`config.mk`:
```
export PLATFORM = sky130hd
export DESIGN_NAME = data_mem_ctrl_flat
export DESIGN_NICKNAME = d
export VERILOG_FILES = /design/src/rtl/data_mem_ctrl_if.sv /design/src/rtl/data_mem_ctrl.sv /design/src/flat_wrapper.sv
export SDC_FILE = /design/constraint.sdc
export NUM_CORES = 2
export LEC_CHECK = 0
export ABC_AREA = 1
export CAP_MARGIN = 10
export CORE_ASPECT_RATIO = 1.1
export CORE_UTILIZATION = 37
export DETAILED_ROUTE_END_ITERATION = 10
export GPL_TIMING_DRIVEN = 0
export HOLD_SLACK_MARGIN = 0.1
export PLACE_DENSITY = 0.63
export REMOVE_ABC_BUFFERS = 1
export SLEW_MARGIN = 20
export SYNTH_ARGS = -nofsm -noshare
export SYNTH_HDL_FRONTEND = slang
export SYNTH_SLANG_ARGS = --single-unit
```
`constraint.sdc`:
```
create_clock -name clk -period 12.6 [get_ports clk]
set_input_delay 1.89 -clock clk [delete_from_list [all_inputs] [get_ports clk]]
set_output_delay 1.89 -clock clk [all_outputs]
set_load 0.05 [all_outputs]
```
`src/rtl/data_mem_ctrl_if.sv`:
```
// Datapath-to-data-memory bus: load/store request and response.
// The datapath (master) drives requests; the controller (slave) answers.
interface data_mem_ctrl_if;
  logic        MemRead;
  logic        MemWrite;
  logic [31:0] addr;
  logic [31:0] wdata;
  logic [31:0] ReadData;
  logic        stall;
  logic        ready;
  logic        err;

  modport master (
    output MemRead, MemWrite, addr, wdata,
    input  ReadData, stall, ready, err
  );

  modport slave (
    input  MemRead, MemWrite, addr, wdata,
    output ReadData, stall, ready, err
  );
endinterface

```
`src/rtl/data_mem_ctrl.sv`:
```
// Word-addressed data memory with a fixed wait-state count per access.
// Stalls the datapath until the access completes; flags misaligned requests.
module data_mem_ctrl #(
  parameter int DEPTH = 64,
  parameter int WAIT  = 2
) (
  input  logic         clk,
  input  logic         rst,
  data_mem_ctrl_if.slave bus
);

  localparam int AW = $clog2(DEPTH);
  localparam logic [3:0] CNT_INIT =
    (WAIT > 0) ? 4'(WAIT - 1) : 4'd0;

  typedef enum logic [1:0] {
    IDLE,
    BUSY,
    DONE
  } state_t;

  state_t          state;
  state_t          state_nxt;
  logic [3:0]      cnt;
  logic [AW-1:0]   idx_q;
  logic [31:0]     wdata_q;
  logic            we_q;
  logic [31:0]     ram [DEPTH];

  logic            req;
  logic            aligned;
  logic            accept;
  logic            enter_done;
  logic [AW-1:0]   acc_idx;
  logic [31:0]     acc_wdata;
  logic            acc_we;
  logic            unused_addr;

  assign req        = bus.MemRead | bus.MemWrite;
  assign aligned    = (bus.addr[1:0] == 2'b00);
  assign accept     = (state == IDLE) && req && aligned;
  assign enter_done = (state_nxt == DONE);

  // A zero-wait access completes straight from IDLE, so use live inputs there
  assign acc_idx   = (state == IDLE) ? bus.addr[AW+1:2] : idx_q;
  assign acc_wdata = (state == IDLE) ? bus.wdata : wdata_q;
  assign acc_we    = (state == IDLE) ? bus.MemWrite : we_q;

  assign unused_addr = ^bus.addr[31:AW+2];

  always_ff @(posedge clk or negedge rst) begin
    if (!rst) begin
      state <= IDLE;
    end else begin
      state <= state_nxt;
    end
  end

  always_comb begin
    state_nxt = state;
    unique case (state)
      IDLE: begin
        if (accept) begin
          state_nxt = (WAIT == 0) ? DONE : BUSY;
        end
      end
      BUSY: begin
        if (cnt == 4'd0) begin
          state_nxt = DONE;
        end
      end
      DONE:    state_nxt = IDLE;
      default: state_nxt = IDLE;
    endcase
  end

  always_comb begin
    bus.stall = 1'b0;
    bus.ready = 1'b0;
    unique case (state)
      IDLE:    bus.stall = accept;
      BUSY:    bus.stall = 1'b1;
      DONE:    bus.ready = 1'b1;
      default: ;
    endcase
  end

  always_ff @(posedge clk or negedge rst) begin
    if (!rst) begin
      cnt          <= 4'd0;
      idx_q        <= '0;
      wdata_q      <= 32'd0;
      we_q         <= 1'b0;
      bus.ReadData <= 32'd0;
      bus.err      <= 1'b0;
    end else begin
      if (accept) begin
        cnt     <= CNT_INIT;
        idx_q   <= bus.addr[AW+1:2];
        wdata_q <= bus.wdata;
        we_q    <= bus.MemWrite;
      end else if (state == BUSY && cnt != 4'd0) begin
        cnt <= cnt - 4'd1;
      end
      if (enter_done && !acc_we) begin
        bus.ReadData <= ram[acc_idx];
      end
      if (state == IDLE && req && !aligned) begin
        bus.err <= 1'b1;
      end
    end
  end

  // Storage is deliberately not reset so contents survive a reset pulse
  always_ff @(posedge clk) begin
    if (enter_done && acc_we) begin
      ram[acc_idx] <= acc_wdata;
    end
  end

endmodule

```
`src/flat_wrapper.sv`:
```
// flat-port wrapper written by rule: the top's interface ports become plain ports
module data_mem_ctrl_flat 
#(
  parameter int DEPTH = 64,
  parameter int WAIT  = 2
)
  (clk, rst, bus_MemRead, bus_MemWrite, bus_addr, bus_wdata, bus_ReadData, bus_stall, bus_ready, bus_err);
  data_mem_ctrl_if bus_i ();
  input  logic clk;
  input  logic rst;
  input wire logic [$bits(bus_i.MemRead)-1:0] bus_MemRead;
  input wire logic [$bits(bus_i.MemWrite)-1:0] bus_MemWrite;
  input wire logic [$bits(bus_i.addr)-1:0] bus_addr;
  input wire logic [$bits(bus_i.wdata)-1:0] bus_wdata;
  output wire logic [$bits(bus_i.ReadData)-1:0] bus_ReadData;
  output wire logic [$bits(bus_i.stall)-1:0] bus_stall;
  output wire logic [$bits(bus_i.ready)-1:0] bus_ready;
  output wire logic [$bits(bus_i.err)-1:0] bus_err;
  assign bus_i.MemRead = bus_MemRead;
  assign bus_i.MemWrite = bus_MemWrite;
  assign bus_i.addr = bus_addr;
  assign bus_i.wdata = bus_wdata;
  assign bus_ReadData = bus_i.ReadData;
  assign bus_stall = bus_i.stall;
  assign bus_ready = bus_i.ready;
  assign bus_err = bus_i.err;
  data_mem_ctrl #(.DEPTH(DEPTH), .WAIT(WAIT)) u_core (.clk(clk), .rst(rst), .bus(bus_i));
endmodule
```
==> impl_metrics.py <==
# Metrics from the implementation run
metrics = {
    "worst_setup_path": {
        "crit_path_end": "u_core.bus.ReadData[21]$_DFFE_PN0P_",
        "worst-r2r-setup-slack_ps": 6660,
        "crit_path_frequent_cell": "buf_16",
        "critical_path_buffer_and_inverter_count": 6,
        "start_kind": "input port",
        "path_delay_family": "buffers and inverters",
        "timing.critical_path.slowest_stage_cell": "o21ai_0",
        "cp_data_required_time_ps": 13330,
        "slowest_delay_ps": 720,
        "r2r-start": "u_core.state[0]$_DFF_PN0_",
    },
    "yosys": {
        "instance_count_of_the_mapped_netlist": 8402,
        "syn-cell-area_um2": 90300,
        "synth_flops": 2126,
        "synth.yosys.seq_area_share": 0.703,
        "topCombFamilyByArea": "simple AND/OR/NAND/NOR gates",
        "synthAdderAreaFrac": 0.000277,
        "synth.most_common_cell": "nand2_1",
        "postSynthAreaPerCell_um2": 10.7,
        "top_cells_by_area": "edfxtp_1 68%, nand2_1 9.9%, inv_1 7.4%",
        "synth.distinct_cells": 30,
        "synth-cells-yosys": 8402,
        "synth.top_cell.area_share": 0.681,
        "top_flip_flop_cell_by_instance_count_after_synthesis": "edfxtp_1",
    },
    "floorplan": {
        "core_um2": 242000,
        "floorplan.initialDensity": 0.373,
        "chipHeight_um": 520,
        "floorplan.tapcells": 3247,
        "fp.dieW_um": 473,
    },
    "power_and_ir_drop": {
        "cellInternalPower_uw": 15300,
        "sw_frac_of_total": 0.379,
        "p_switching_uw": 9340,
        "power.ir.vdd_worst_mv": 0.237,
        "p_leak_uw": 0.0437,
        "clock_power_uw": 5890,
        "power.density_cell_area_nw_per_um2": 232,
        "pg_comb_uw": 9670,
    },
    "final_layout": {
        "reg_top3": "u_core.ram (2048), u_core.bus.ReadData (32), u_core.wdata_q (32)",
        "final_nets": 8603,
        "sequential_cell_total": 2126,
        "fin_area_um2": 106000,
        "final_cells": 12000,
        "logic_gates": 4105,
        "layout.clock_buffers": 273,
        "n_antenna_cell": 3,
        "postLayoutCoreUtil": 0.439,
        "layout.area.seq_um2": 63500,
        "mostFrequentLayoutCell": "nand2_1",
        "filler_cell_count": 21700,
        "combinational_area_um2": 19100,
    },
    "place": {
        "place_hpwl_um": 151000,
        "dp_worst_slack_ps": 5690,
        "io_buffers": 78,
        "routability_cong": 0.786,
    },
    "timing": {
        "timing.setup.tns_ps": 0,
        "post-route-min-period_ps": 6140,
        "maxSlewViolCount": 0,
        "layout_worst_path_cycle_share": 0.487,
        "clock_skew_ps": 34.7,
    },
    "global_routing": {
        "grt_first_pass_wirelength_um": 346000,
        "grt_pass1_vias": 54800,
        "grt_most_used_layer": "met2",
        "grt.met1_usage": 0.244,
        "grt_max_degree": 125,
    },
    "worst_hold_path": {
        "hold-path-endpoint": "u_core.wdata_q[17]$_DFFE_PN0P_",
        "hp-class": "flop to flop",
        "min_from": "u_core.wdata_q[17]$_DFFE_PN0P_",
    },
    "detailed_routing": {
        "postRouteWirelength_um": 236000,
        "route.top_layer_used": "met5",
        "post_drt_via_cell_ratio": 4.87,
        "route.detailed.drc": 0,
        "met2RoutedLength_um": 115000,
    },
    "clock_network": {
        "resized_cells_post_cts": 0,
        "tritoncts": "built",
        "worstSkewPairLatency_ps": 850,
        "holdBufCountCts": 0,
        "cts_bufs_inserted": 199,
    },
    "outcome": {
        "run_status": "complete, no violations",
    },
}
==> images/layer_met1.png <==
The bar under the picture is 100 um long. Cells faint in the background.
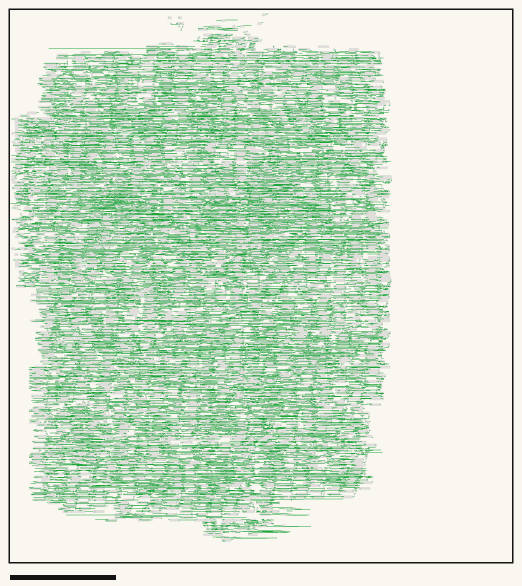
nets with wire on the layer: 8069
main direction: horizontal
longest straight run: 136 um
share of all routed wire: 41%

==> images/layer_met2.png <==
The bar under the picture is 100 um long. Cells faint in the background.
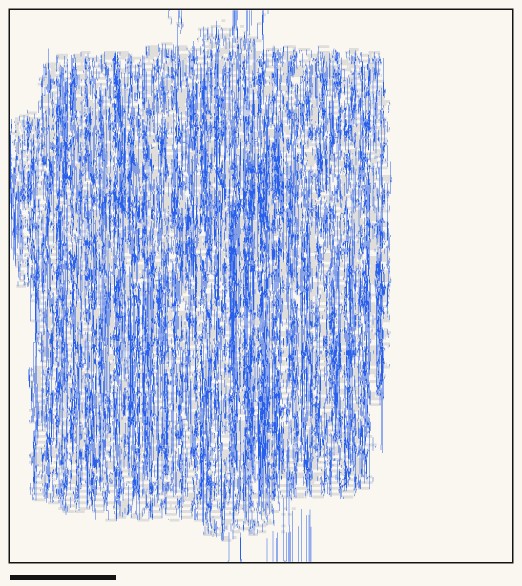
main direction: vertical
longest straight run: 207 um

==> images/layer_met3.png <==
The bar under the picture is 100 um long. Cells faint in the background.
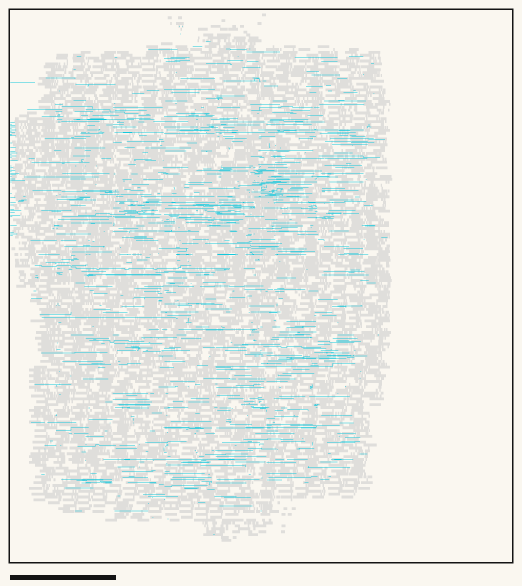
share of all routed wire: 6.5%
nets with wire on the layer: 539
main direction: horizontal
longest straight run: 126 um
wire length on this layer: 15200 um
overall via count from detail_route: 58200
met3 track demand over resource in global routing: 0.0241

